==> config.mk <==
export PLATFORM = sky130hd
export DESIGN_NAME = piece_fall_ctrl
export DESIGN_NICKNAME = d
export VERILOG_FILES = /design/src/rtl/piece_fall_ctrl.sv
export SDC_FILE = /design/constraint.sdc
export NUM_CORES = 1
export LEC_CHECK = 0
export ABC_CLOCK_PERIOD_IN_PS = 2250
export CAP_MARGIN = 20
export CORE_MARGIN = 2
export CORE_UTILIZATION = 50
export CTS_CLUSTER_SIZE = 40
export DETAILED_ROUTE_END_ITERATION = 10
export PLACE_DENSITY_LB_ADDON = 0.1
export SLEW_MARGIN = 20
export SYNTH_ARGS = -nofsm -noshare
export SYNTH_HDL_FRONTEND = slang
export SYNTH_SLANG_ARGS = --single-unit
==> constraint.sdc <==
create_clock -name clka -period 2.25 [get_ports clka]
set_clock_uncertainty 0.1 [all_clocks]
set_input_delay 0.45 -clock clka [delete_from_list [all_inputs] [get_ports clka]]
set_output_delay 0.45 -clock clka [all_outputs]
set_load 0.01 [all_outputs]
==> src/rtl/piece_fall_ctrl.sv <==
// piece_fall_ctrl: falling-piece stage of the 8x4 block game.
// Takes a spawned board from clear_redraw. It keeps the falling piece apart
// from the settled stack and applies gravity and left/right shifts. On landing
// it merges the piece into the stack, reports LOCK for one cycle and returns
// to GEN.
//
// Board word: row r at bits [4r+3:4r], row 0 is the top, column c is bit 4r+c.
//
// Ports:
//   clka        clock, posedge
//   restart_n   async active-low reset
//   start       spawn-valid pulse (honoured in GEN only)
//   board_in    stack plus newly spawned piece
//   curr_piece  shape code of the spawned piece
//   error_in    spawn-overlap error, sends the game to OVER
//   move_left   shift request, sampled each FALL cycle
//   move_right  shift request, sampled each FALL cycle
//   soft_drop   forces a gravity step this cycle
//   board_out   registered stack | piece
//   state       0 GEN, 1 FALL, 2 LOCK, 3 OVER
//   landed      one-cycle pulse, high together with state=LOCK
//   game_over   high while in OVER
//
// state | meaning
// GEN   | waiting for a spawn from clear_redraw
// FALL  | piece falling, gravity timer running, moves accepted
// LOCK  | piece merged into stack, clear_redraw clears full lines
// OVER  | spawn collided, frozen until reset
module piece_fall_ctrl #(
  parameter int unsigned DROP_TICKS = 4
) (
  input  logic        clka,
  input  logic        restart_n,
  input  logic        start,
  input  logic [31:0] board_in,
  input  logic [1:0]  curr_piece,
  input  logic        error_in,
  input  logic        move_left,
  input  logic        move_right,
  input  logic        soft_drop,
  output logic [31:0] board_out,
  output logic [2:0]  state,
  output logic        landed,
  output logic        game_over
);

  typedef enum logic [2:0] {
    GEN  = 3'd0,
    FALL = 3'd1,
    LOCK = 3'd2,
    OVER = 3'd3
  } phase_t;

  localparam logic [7:0]  TICK_LAST = 8'(DROP_TICKS - 1);
  localparam logic [31:0] LEFT_COL  = 32'h1111_1111;
  localparam logic [31:0] RIGHT_COL = 32'h8888_8888;

  phase_t      phase_q, phase_d;
  logic [31:0] stack_q, stack_d;
  logic [31:0] piece_q, piece_d;
  logic [7:0]  tick_q, tick_d;
  logic        landed_d;
  logic [31:0] spawn_mask;
  logic [31:0] fall_cand, left_cand, right_cand;
  logic        grav_step, fall_blocked, left_ok, right_ok;

  always_comb begin
    spawn_mask = 32'h0000_0002;
    case (curr_piece)
      2'b00: spawn_mask = 32'h0000_0002;
      2'b01: spawn_mask = 32'h0000_0006;
      2'b10: spawn_mask = 32'h0000_0066;
      2'b11: spawn_mask = 32'h0000_0062;
      default: spawn_mask = 32'h0000_0002;
    endcase
  end

  assign fall_cand  = piece_q << 4;
  assign left_cand  = piece_q >> 1;
  assign right_cand = piece_q << 1;

  assign grav_step    = (tick_q == TICK_LAST) || soft_drop;
  // Any piece bit in row 7 would shift out of the word, so it counts as blocked.
  assign fall_blocked = (|piece_q[31:28]) || (|(fall_cand & stack_q));
  assign left_ok      = ~(|(piece_q & LEFT_COL))  && ~(|(left_cand & stack_q));
  assign right_ok     = ~(|(piece_q & RIGHT_COL)) && ~(|(right_cand & stack_q));

  always_comb begin
    phase_d  = phase_q;
    stack_d  = stack_q;
    piece_d  = piece_q;
    tick_d   = tick_q;
    landed_d = 1'b0;
    unique case (phase_q)
      GEN: begin
        if (start) begin
          if (error_in) begin
            phase_d = OVER;
          end else begin
            piece_d = spawn_mask;
            stack_d = board_in & ~spawn_mask;
            tick_d  = '0;
            phase_d = FALL;
          end
        end
      end
      FALL: begin
        if (grav_step) begin
          tick_d = '0;
          if (fall_blocked) begin
            stack_d  = stack_q | piece_q;
            piece_d  = '0;
            phase_d  = LOCK;
            landed_d = 1'b1;
          end else begin
            piece_d = fall_cand;
          end
        end else begin
          // Cannot wrap: a counter at TICK_LAST always takes the gravity branch.
          tick_d = tick_q + 8'd1;
          if (move_left && !move_right && left_ok) begin
            piece_d = left_cand;
          end else if (move_right && !move_left && right_ok) begin
            piece_d = right_cand;
          end
        end
      end
      LOCK: phase_d = GEN;
      OVER: phase_d = OVER;
      default: phase_d = GEN;
    endcase
  end

  always_ff @(posedge clka or negedge restart_n) begin
    if (!restart_n) begin
      phase_q   <= GEN;
      stack_q   <= '0;
      piece_q   <= '0;
      tick_q    <= '0;
      landed    <= 1'b0;
      board_out <= '0;
    end else begin
      phase_q   <= phase_d;
      stack_q   <= stack_d;
      piece_q   <= piece_d;
      tick_q    <= tick_d;
      landed    <= landed_d;
      board_out <= stack_d | piece_d;
    end
  end

  assign state     = phase_q;
  assign game_over = (phase_q == OVER);

endmodule

==> run_1/clock_nets.png <==
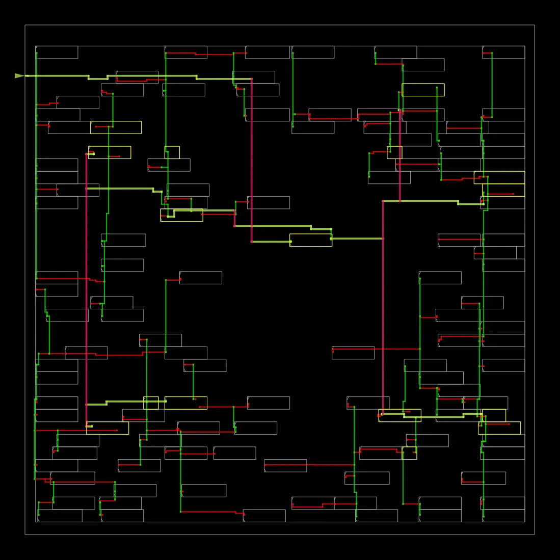
clk latency late pin: 0.37 ns
CTS Sinks: 107
Clock buffer cells: 10
total CTS buffers: 9

==> run_1/layers.png <==
Scale: 4 px per micron.
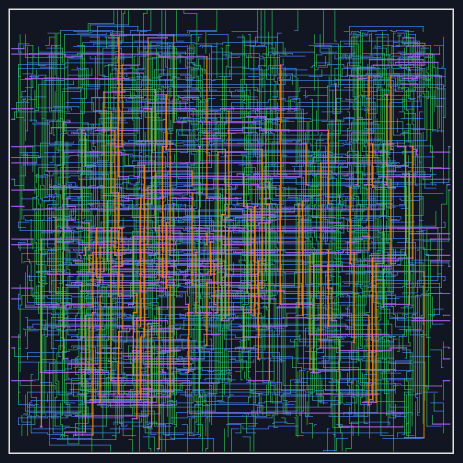
M1 -> blue  # wire length 10200 microns
M3 -> purple  # wire length 3020 microns
M4 -> orange  # wire length 2490 microns
M2 -> green  # wire length 12800 microns

==> run_1/floorplan.png <==
Scale: 3 px per micron. Pins as bars on the die edge.
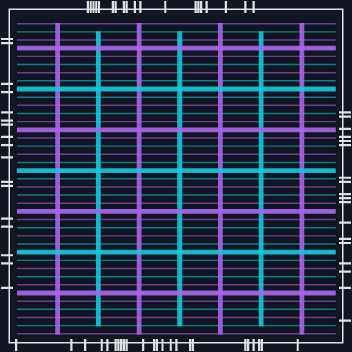
VDD -> cyan
VSS -> purple
met1 rails = 39
met4 straps = 7
rows = 38
signal pins = 78
met5 straps = 7

==> results_dict.tcl, run 1 <==
# metrics dict for downstream scripts
set metrics [dict create \
    die_h_microns 110.7 \
    outcome "finished, violations left" \
    drive_above_1_share_pct 45.32 \
    n_fill_cell 494 \
    p_leak_nw 4.071 \
    rr_startpoint "piece_q[15]$_DFF_PN0_" \
    aoi_share_pct 24.15 \
    comb_cells 436 \
    top_layer_used "met4" \
    globalplace.congestion 1.040 \
    yosysWarningCount 0 \
    tap_cells 140 \
    worst_slack_ns -0.5099 \
    drc 0 \
    grt_pass1_wl_mm 39.50 \
    grt_most_used_layer "met2" \
    cp-startpoint "piece_q[15]$_DFF_PN0_" \
    tns_ns -18.85 \
    final-hold-violation-count 0 \
    sh_seq_area_pct 28.18 \
    nonClkBufAreaFrac_pct 27.39 \
    setup_viol 83 \
    violations "negative setup slack" \
    intPower_w 0.006982 \
]
-- run 1: critical path, cell delays in order, from the launching register on --
cell	delay (ns)
dfrtp_2	0.45
buf_6	0.15
a22o_1	0.21
a221oi_2	0.23
nand3_2	0.13
or3_4	0.41
o32a_1	0.39
a31oi_2	0.28
nand3b_1	0.22
-- run 1: metrics by stage --
stage / total power, W / instances / worst slack [ns]
global route: 0.01264 / 994 / -0.4815
detailed placement: 0.008217 / 925 / -0.6640
CTS: 0.01096 / 970 / -0.2628
floorplan: 0.005381 / 605 / -0.1264
global placement: 0.008080 / 925 / -0.6610
finish: 0.01233 / 994 / -0.5099
-- run 1: state kept, by name (all words and copies together) (netlist names) --
signal,count
board_out,32
piece_q,32
stack_q,32
tick_q,8
state,2
landed,1
## Run 2: what changed since run 1
CTS_CLUSTER_DIAMETER = 200   (was default)
==> run 2 against run 1 <==
Worst hold slack did not move. The run still ends with negative setup slack left. Critical path type unchanged. Via count did not move. Area after synthesis did not move. Largest power group unchanged. Final area did not move. Combinational power barely moved. Clock power barely moved. Wire length did not move. Non-clock buffer count did not move.
==> results_dict.tcl, run 2 <==
# metrics dict for downstream scripts
set metrics [dict create \
    io_pins 78 \
    end_kind "flop" \
    top_layer_used "met4" \
    drt-met1-wl_mm 10.22 \
    fmax_mhz 362.3 \
    place_ws_ns -0.6640 \
    insertion_delay_ns 0.37 \
    finalPower_w 0.01233 \
    drc 0 \
    ir_worst_vdd_mv 1.253 \
    die_h_microns 110.7 \
    lay_top_count "buf_4" \
    io_buffers 75 \
    p_leak_nw 4.071 \
    drive_above_1_share_pct 45.32 \
    rr_startpoint "piece_q[15]$_DFF_PN0_" \
    final-hold-violation-count 0 \
    worst_slack_ns -0.5099 \
    path_cells "buf_6, a22o_1, a221oi_2, nand3_2, or3_4, o32a_1, a31oi_2, nand3b_1" \
    cp-startpoint "piece_q[15]$_DFF_PN0_" \
    path_max_fanout 6 \
    grt_most_used_layer "met2" \
    max_stage_delay_ns 0.45 \
    p_switching_w 0.005347 \
    cp.buffers_inverters 1 \
    setup_viol 83 \
    placed_cells 925 \
    num_vias 6931 \
    slowest_stage "dfrtp_2" \
    intPower_w 0.006982 \
    tns_ns -18.85 \
    yosysWarningCount 0 \
    outcome "finished, violations left" \
    top_regs "board_out x32, piece_q x32, stack_q x32" \
    globalplace.congestion 1.040 \
    violations "negative setup slack" \
    aoi_share_pct 24.15 \
    cts_sinks 107 \
    layout_min_cycle_time_ns 2.760 \
    placementRows 38 \
    cts_hold_buf 1 \
    critPathTopFamily "AND-OR/OR-AND gates" \
    final_cells 994 \
]
-- run 2: worst paths after layout --
kind                                           end  slack (ns)  cells past startpoint
max                        board_out[29]$_DFF_PN0_       -0.51                      8
min                          stack_q[23]$_DFF_PN0_        0.49                      2
max reg2reg                board_out[29]$_DFF_PN0_       -0.51                      8
min reg2reg                  tick_q[3]$_DFFE_PN0P_        0.51                      2
max in group asynchronous     piece_q[5]$_DFF_PN0_        0.87                      3
min in group clka            tick_q[3]$_DFFE_PN0P_        0.51                      2
-- run 2: final cells by class --
class | count | area, sq um
Tap cell | 140 | 175.2
Clock inverter | 6 | 95.09
Inverter | 8 | 33.78
Fill cell | 494 | 1400
Multi-Input combinational cell | 436 | 3715
Timing Repair Buffer | 287 | 2625
Sequential cell | 107 | 2700
Clock buffer | 10 | 239.0
==> run_2/clock_wires.png <==
Scale: 2 px per micron.
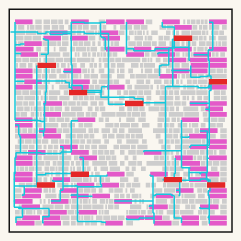
flip-flops -> magenta  # count 107
clock wires -> cyan  # length 1400 microns
clock-net drivers -> red  # count 9
flops lie = widely spread

==> run_2/clock_nets.png <==
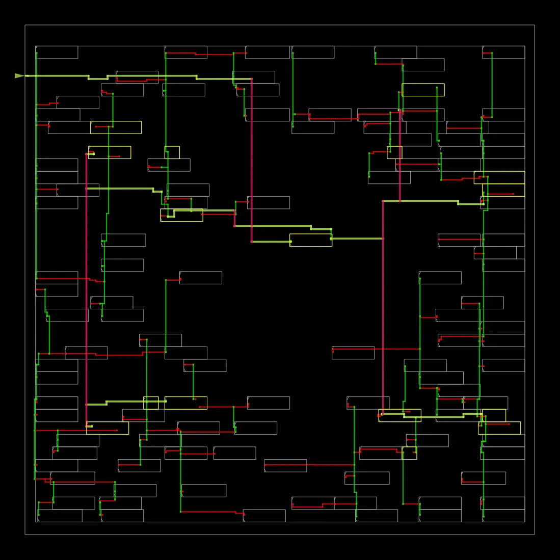
P_clk: 0.00182 W
sequential cell count: 107

Power is estimated from default activity; no workload was simulated.
